$ cat src/rtl/data_cache_dm_pkg.sv
// data_cache_dm_pkg: FSM encoding and address-split width helpers shared by the cache.
package data_cache_dm_pkg;
  typedef enum logic [1:0] {S_IDLE, S_WB, S_REFILL, S_WT} state_e;
  function automatic int calc_off_w(input int line_words);
    return $clog2(line_words);
  endfunction
  function automatic int calc_tag_w(input int addr_w, input int index_w, input int line_words);
    return addr_w - index_w - $clog2(line_words) - 2;
  endfunction
endpackage

$ cat src/rtl/data_cache_dm_burst_ctr.sv
// cache_burst_ctr: word counter for memory bursts; wraps to 0 after the last word of a line.
module cache_burst_ctr #(
  parameter int OFF_W = 1
) (
  input  logic             clk,
  input  logic             rst_n,
  input  logic             adv_i,
  output logic [OFF_W-1:0] cnt_o,
  output logic             last_o
);
  logic [OFF_W-1:0] cnt_q, cnt_d;
  assign cnt_d  = adv_i ? cnt_q + OFF_W'(1) : cnt_q;
  assign cnt_o  = cnt_q;
  assign last_o = &cnt_q;
  always_ff @(posedge clk or negedge rst_n)
    if (!rst_n) cnt_q <= '0;
    else cnt_q <= cnt_d;
endmodule

$ cat src/rtl/data_cache_dm.sv
// data_cache_dm: direct-mapped data cache with word-serial memory port,
// selectable write-through/no-allocate or write-back/write-allocate policy.
module data_cache_dm import data_cache_dm_pkg::*; #(
  parameter int ADDR_W     = 11,
  parameter int INDEX_W    = 4,
  parameter int LINE_WORDS = 2,
  parameter int WRITE_BACK = 0
) (
  input  logic              clk,
  input  logic              rst_n,
  input  logic [ADDR_W-1:0] A,
  input  logic [31:0]       WD,
  input  logic              WE,
  input  logic              RE,
  output logic [31:0]       RD,
  output logic              Stall,
  output logic              Readhit,
  output logic              mem_req,
  output logic              mem_we,
  output logic [ADDR_W-1:0] mem_addr,
  output logic [31:0]       mem_wdata,
  input  logic              mem_ready,
  input  logic [31:0]       mem_rdata,
  output logic [31:0]       rd_access_cnt,
  output logic [31:0]       rd_hit_cnt
);
  localparam int OFF_W = calc_off_w(LINE_WORDS);
  localparam int TAG_W = calc_tag_w(ADDR_W, INDEX_W, LINE_WORDS);
  localparam int NL    = 1 << INDEX_W;
  localparam bit WBACK = WRITE_BACK != 0;
  state_e state_q, state_d;
  logic [NL-1:0] valid_q, dirty_q;
  logic [TAG_W-1:0] tag_q [NL];
  logic [31:0] data_q [NL][LINE_WORDS];
  logic [31:0] acc_q, hit_q;
  logic miss_q;
  logic [OFF_W-1:0] off, cnt;
  logic [INDEX_W-1:0] idx;
  logic [TAG_W-1:0] tag;
  logic wr, rd, hit, last, adv, fill_done, wb_need;
  assign off = A[OFF_W+1:2];
  assign idx = A[OFF_W+2 +: INDEX_W];
  assign tag = A[ADDR_W-1 -: TAG_W];
  assign wr = WE;
  assign rd = RE & ~WE;
  assign hit = valid_q[idx] & (tag_q[idx] == tag);
  assign wb_need = WBACK & valid_q[idx] & dirty_q[idx];
  assign adv = mem_ready & (state_q == S_WB || state_q == S_REFILL);
  assign fill_done = state_q == S_REFILL && mem_ready && last;
  assign RD = data_q[idx][off];
  assign rd_access_cnt = acc_q;
  assign rd_hit_cnt = hit_q;
  cache_burst_ctr #(.OFF_W(OFF_W)) u_ctr (
    .clk   (clk),
    .rst_n (rst_n),
    .adv_i (adv),
    .cnt_o (cnt),
    .last_o(last)
  );
  always_comb begin
    state_d   = state_q;
    Stall     = 1'b1;
    Readhit   = 1'b0;
    mem_req   = 1'b0;
    mem_we    = 1'b0;
    mem_addr  = '0;
    mem_wdata = '0;
    case (state_q)
      S_IDLE: begin
        Stall   = (wr | rd) & (~hit | (wr & ~WBACK));
        Readhit = rd & hit;
        state_d = (wr & ~WBACK) ? S_WT :
                  ((wr | rd) & ~hit) ? (wb_need ? S_WB : S_REFILL) : S_IDLE;
      end
      S_WB: begin
        mem_req   = 1'b1;
        mem_we    = 1'b1;
        mem_addr  = {tag_q[idx], idx, cnt, 2'b00};
        mem_wdata = data_q[idx][cnt];
        state_d   = (mem_ready & last) ? S_REFILL : S_WB;
      end
      S_REFILL: begin
        mem_req  = 1'b1;
        mem_addr = {tag, idx, cnt, 2'b00};
        state_d  = (mem_ready & last) ? S_IDLE : S_REFILL;
      end
      S_WT: begin
        mem_req   = 1'b1;
        mem_we    = 1'b1;
        mem_addr  = A;
        mem_wdata = WD;
        Stall     = ~mem_ready;
        state_d   = mem_ready ? S_IDLE : S_WT;
      end
    endcase
    Stall   = Stall & rst_n;
    Readhit = Readhit & rst_n;
  end
  // miss_q remembers that the read now completing was a miss, so its final hit is not a first-cycle hit
  always_ff @(posedge clk or negedge rst_n)
    if (!rst_n) begin
      state_q <= S_IDLE;
      valid_q <= '0;
      dirty_q <= '0;
      acc_q   <= '0;
      hit_q   <= '0;
      miss_q  <= 1'b0;
    end else begin
      state_q <= state_d;
      if (fill_done) begin
        valid_q[idx] <= 1'b1;
        dirty_q[idx] <= 1'b0;
      end
      if (state_q == S_IDLE && wr && hit && WBACK) dirty_q[idx] <= 1'b1;
      if (Readhit) acc_q <= acc_q + 32'd1;
      if (Readhit && !miss_q) hit_q <= hit_q + 32'd1;
      if (state_q == S_IDLE) miss_q <= rd & ~hit;
    end
  always_ff @(posedge clk) begin
    if (state_q == S_REFILL && mem_ready) data_q[idx][cnt] <= mem_rdata;
    if (fill_done) tag_q[idx] <= tag;
    if ((state_q == S_IDLE && wr && hit && WBACK) || (state_q == S_WT && mem_ready && hit))
      data_q[idx][off] <= WD;
  end
endmodule

$ cat config.mk
export PLATFORM = sky130hd
export DESIGN_NAME = data_cache_dm
export DESIGN_NICKNAME = d
export VERILOG_FILES = /design/src/rtl/data_cache_dm_pkg.sv /design/src/rtl/data_cache_dm_burst_ctr.sv /design/src/rtl/data_cache_dm.sv
export SDC_FILE = /design/constraint.sdc
export NUM_CORES = 1
export LEC_CHECK = 0
export CORE_UTILIZATION = 50
export CTS_CLUSTER_DIAMETER = 200
export DETAILED_ROUTE_END_ITERATION = 7
export PLACE_DENSITY = 0.68
export SYNTH_ARGS = -nofsm -noshare
export SYNTH_HDL_FRONTEND = slang
export SYNTH_SLANG_ARGS = --single-unit
$ cat constraint.sdc
create_clock -name clk -period 7.69 [get_ports clk]
set_input_delay 2.307 -clock clk [delete_from_list [all_inputs] [get_ports clk]]
set_output_delay 2.307 -clock clk [all_outputs]
set_load 0.05 [all_outputs]
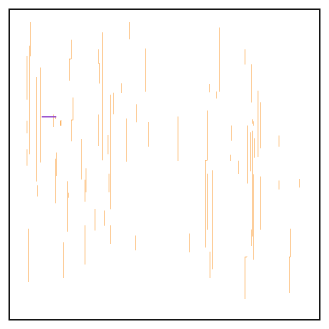
*Signal wires by layer*
(1 px per µm) Two of the layers only.
| color | layer | wire length |
|---|---|---|
| purple | met5 | 12.9 µm |
| orange | met4 | 2640 µm |

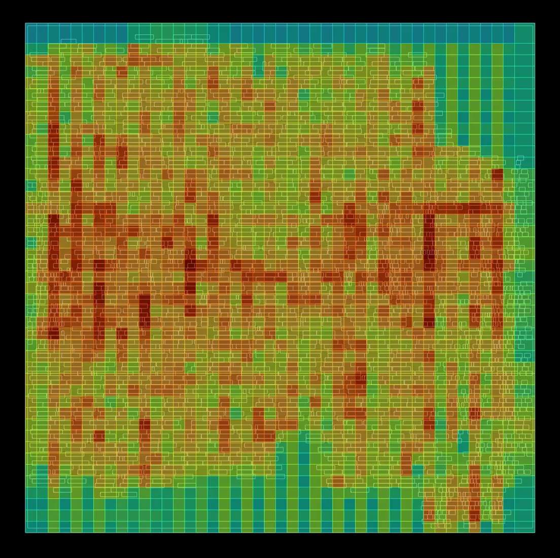
*Track usage over the die*
most utilized layer in the global route result: met2
final core utilization: 59.0%
GR Layer Usage met3: 4.82%

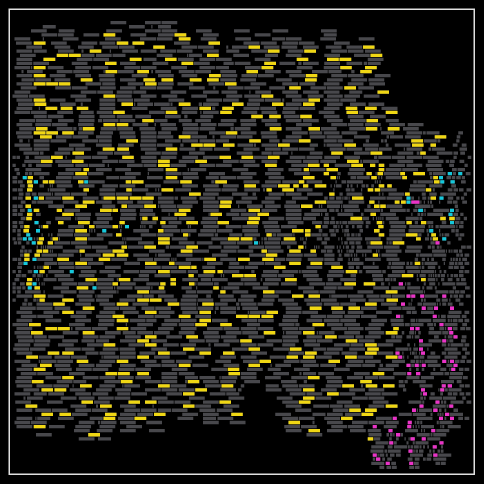
*Gate families picked out*
(1.5 px per µm)
| color | family | cells | most used | where |
|---|---|---|---|---|
| yellow | multiplexers | 451 | mux4_2 | spread over the die |
| cyan | AND-OR and OR-AND gates | 35 | a22o_1 | a band across the middle |
| magenta | XOR/XNOR gates | 65 | xnor2_1 | bottom right |

==> run summary <==
Latest figures from synthesis and place and route.

In the finished design, the share of the clock period the worst path needs comes to 95.4%. The critical path is of the input pin to output port type. The floorplan report gives the top-level pin count as 223.

Counting flops with a built-in enable in the synthesized netlist gives 1088. Looking at the reg2reg group, the worst path ends at data_q[5][39]. For this run the aggregate overflow at the end of global routing stands at 0. Logic depth along the worst register-to-register path is recorded as 10.

The capture point of the worst path is mem_wdata[0]. The area of the mapped netlist is 47100 µm². The final net count is 2632. STA classifies the critical path startpoint as an input pin. Internal power comes to 11.0 mW. The total number of warnings across the stage logs is 31. The yosys-reported design area after synthesis is 47100 µm².

The die area is 95500 µm². Once iteration 0 of detailed routing completed, the report listed 2596 DRC markers. The maximum fanout encountered on the critical timing path is 37. The number of levels the H-tree was split into is 3.

After synthesis, the share of flip-flops with an asynchronous set or reset is 7.17%. The clock network fraction of design power is 38.2%. Combinational logic burns 13.2% of the power. The most used logic cell in the final layout is sky130_fd_sc_hd__edfxtp_1. The site row count is 112. The total placed instance area is 51300 µm². The detailed placer's ending HPWL is 68400 µm. For this design, Yosys synthesis ends with a cell count of 2250. The number of violations of the max-capacitance limit is 0. The final timing report derives a shortest allowable period of 7.34 ns. The number of hold violations in the final report is 0.

Yosys printed 0 warnings. The horizontal die dimension reported for this design is 309 µm. The final standard cell count with taps included and fillers excluded is 3902. The sequential cell fraction of total power is 48.6%. The maximum ir drop on the vdd rail is 0.000188 V. STA classifies the critical path endpoint as an output port. In this run the power density over the cells is 267 nW/µm². The total negative setup slack is 0 ns.

The count of TritonRoute iterations in the first routing pass is 5. The area taken by sequential standard cells is reported as 34800 µm². The source of the critical timing path is A[3]. Setup repair after global routing left no endpoint under its margin. The reported clock group power is 5.62 mW. As reported, the later end of the worst-skew pair has a clock insertion delay of 0.71 ns. Leaving out fill and tap cells, the most frequent cells in the layout are 1088 x sky130_fd_sc_hd__edfxtp_1, 332 x sky130_fd_sc_hd__mux4_2, 150 x sky130_fd_sc_hd__clkdlybuf4s50_1. The final timing report counts setup violations totalling 0. The data required time reported for the critical path is 5.38 ns.

Per the post-synthesis stats, the area per cell is 20.9 µm². The power report lists the sequential group at 7.16 mW. The worst-case max-slew headroom was logged as 20.3%. The number of antenna violations at the first check in global routing is 3. The number of nets produced by synthesis is 2337. The area of the core is 93300 µm². The netlist uses 53 different library cells. Traced cell by cell, the critical path runs through buf_8 -> buf_4 -> buf_12 -> mux4_2 -> mux4_2 -> nand2_1 -> nand2_1 -> a22o_1 -> buf_4.

In this run, post-CTS hold repair placed 0 buffers. The power drawn by the combinational cells is 1.94 mW. CTS saw 1172 sinks. The reg-to-reg critical path startpoint is tag_q[14][1]. The dominant register cell in the synthesized netlist is sky130_fd_sc_hd__edfxtp_1.

Static timing analysis puts the maximum clock frequency at 0.136 GHz. The maximum number of pins on one net before global-route repair is 72. Counting the buffers created by CTS gives 115.

The proportion of layout cells with a drive suffix above 1 is 31.8%. The number of cells upsized or downsized after cts is 0. The switching portion of total power comes to 25.3%. The maximum buffer depth of the clock tree is 3. The placement summary gives the final routability congestion estimate as 0.905.

For this run, design rule violations remaining after detail routing come to 0. Before placement the cells fill 50.5% of the core. The total non-filler cell area in the finished layout is 55100 µm². The final route contains 24133 vias. For this run, the slowest stage of the critical path takes 0.54 ns. The tally of filler cells in the layout is 6754.

The number of synthesized register bits is 1172. The transition at the pin with the smallest max-transition slack is 1.20 ns. STA reports the tightest min-delay check as being of type flip-flop to flip-flop.

TritonCTS built the clock tree. Summing the sequential cell areas from Yosys gives 73.8% of the chip area. The count of buffers added on input and output ports is 222. Looking at the post-CTS report, the setup buffer insertion count equals 0. The instance count after placement with tap cells included is 3682.

The analysis attributes to net switching a power of 3.73 mW. The clock-pin slew on the worst setup and hold paths is 0.06 ns. The flow ran to the end, and the final reports show no timing, DRC or antenna violations. The number of global-route vias before repair is 24418.

The area overhead of the layout relative to synthesis is 16.9%. The slack of the worst reg-to-reg path is 3.89 ns. The data arrival time reported for the critical path is 5.03 ns. The floorplan step set the die height to 309 µm.

The final timing report lists a max-slew violation count of 0. For this design, the slowest cell found on the critical path is sky130_fd_sc_hd__mux4_2. The leakage power of the design is 18.0 nW. The multi-input logic area is 12100 µm².

The main power-consuming group is registers. The final wirelength is 117000 µm. The global routing usage summed across all routing layers is 25.0%. Per the post-route antenna check, the number of violating nets is 0. The wire length per cell after detailed routing is 30.0 µm. Across the routed clock network, the largest skew measured is 0.0461 ns. The script logs the ratio of routed vias to standard cells as 6.18. The global-route wire length before repair is 170000 µm. The synthesized instance count is 2250. The clock tree root driver cell is sky130_fd_sc_hd__clkbuf_16.
-- worst max-delay path: cells and delay by family --
kind / cells / cell delay, ns
mux: 2 / 1.07
buf+inv: 4 / 1.06
simple gates: 2 / 0.28
compound gates: 1 / 0.25
-- metrics by stage --
step	total power, mW	hold WS (ns)	setup WS, ns
2_1_floorplan	8.47	0.433	0.328
3_3_place_gp	9.18	0.446	0.281
3_5_place_dp	9.21	0.452	0.389
4_1_cts	14.8	0.466	0.341
5_1_grt	15.1	0.485	0.0751
6_report	14.7	0.466	0.353
-- worst min path at each step --
stage / startpoint / to / slack (ns) / cells after the start
finish: valid_q[5] / valid_q[5] / 0.47 / 1
global route: valid_q[10] / valid_q[10] / 0.49 / 1
CTS: valid_q[5] / valid_q[5] / 0.47 / 1
detailed placement: valid_q[5] / valid_q[5] / 0.45 / 1
global placement: valid_q[7] / valid_q[7] / 0.45 / 1
floorplan: valid_q[13] / valid_q[13] / 0.43 / 1
-- synthesized netlist by cell type, types with 14 or more instances --
| master | number | area [µm²] |
|---|---|---|
| sky130_fd_sc_hd__edfxtp_1 | 1088 | 32700 |
| sky130_fd_sc_hd__mux4_2 | 332 | 7480 |
| sky130_fd_sc_hd__nand2_1 | 141 | 529 |
| sky130_fd_sc_hd__mux2_2 | 107 | 1200 |
| sky130_fd_sc_hd__dfrtp_1 | 84 | 2100 |
| sky130_fd_sc_hd__clkbuf_1 | 80 | 300 |
| sky130_fd_sc_hd__nor2_1 | 62 | 233 |
| sky130_fd_sc_hd__xnor2_1 | 43 | 377 |
| sky130_fd_sc_hd__a22o_1 | 34 | 298 |
| sky130_fd_sc_hd__nand3_1 | 32 | 160 |
| sky130_fd_sc_hd__xor2_1 | 21 | 184 |
| sky130_fd_sc_hd__buf_1 | 20 | 75.1 |
| sky130_fd_sc_hd__or2_2 | 20 | 125 |
| sky130_fd_sc_hd__nor3_1 | 18 | 90.1 |
| sky130_fd_sc_hd__nor3_2 | 16 | 160 |
| sky130_fd_sc_hd__inv_1 | 14 | 52.6 |
-- logic make-up (layout without fill, tap and decap cells) --
logic type | count (synthesis) | count (layout) | synth area share [%]
AND/OR/NAND/NOR | 356 | 356 | 3.83
multiplexers | 451 | 451 | 18.7
flip-flops | 1172 | 1172 | 73.8
buffers and inverters | 133 | 529 | 1.20
XOR/XNOR | 65 | 65 | 1.22
AND-OR/OR-AND | 66 | 66 | 1.09
adder cells (fa/ha/maj) | 7 | 7 | 0.186
other | 0 | 2 | 0
-- per-layer routing --
metal,global-route usage (%),part of all wire (%),vias up
li1,-,-,9867
met1,35.8,40,12885
met2,39.8,48,1204
met3,4.82,9.5,175
met4,6.53,2.3,2
met5,0,0.010,-
-- sequential cells by signal, summed over array words and instances (netlist names) --
name / cells
data_q: 1024
miss_q: 1
rd_access_cnt: 32
rd_hit_cnt: 32
state_q: 2
tag_q: 64
u_ctr.cnt_o: 1
valid_q: 16
-- final cells by class --
type | instances | share of cell area [%]
clock buffer | 141 | 5.44
tap | 1254 | 2.85
clock inverter | 77 | 1.42
timing repair buffer | 297 | 5.17
sequential | 1172 | 63.1
inverter | 14 | 0.0954
antenna | 2 | 0.00908
multi-input combinational | 945 | 21.9
Power is estimated from default activity; no workload was simulated.
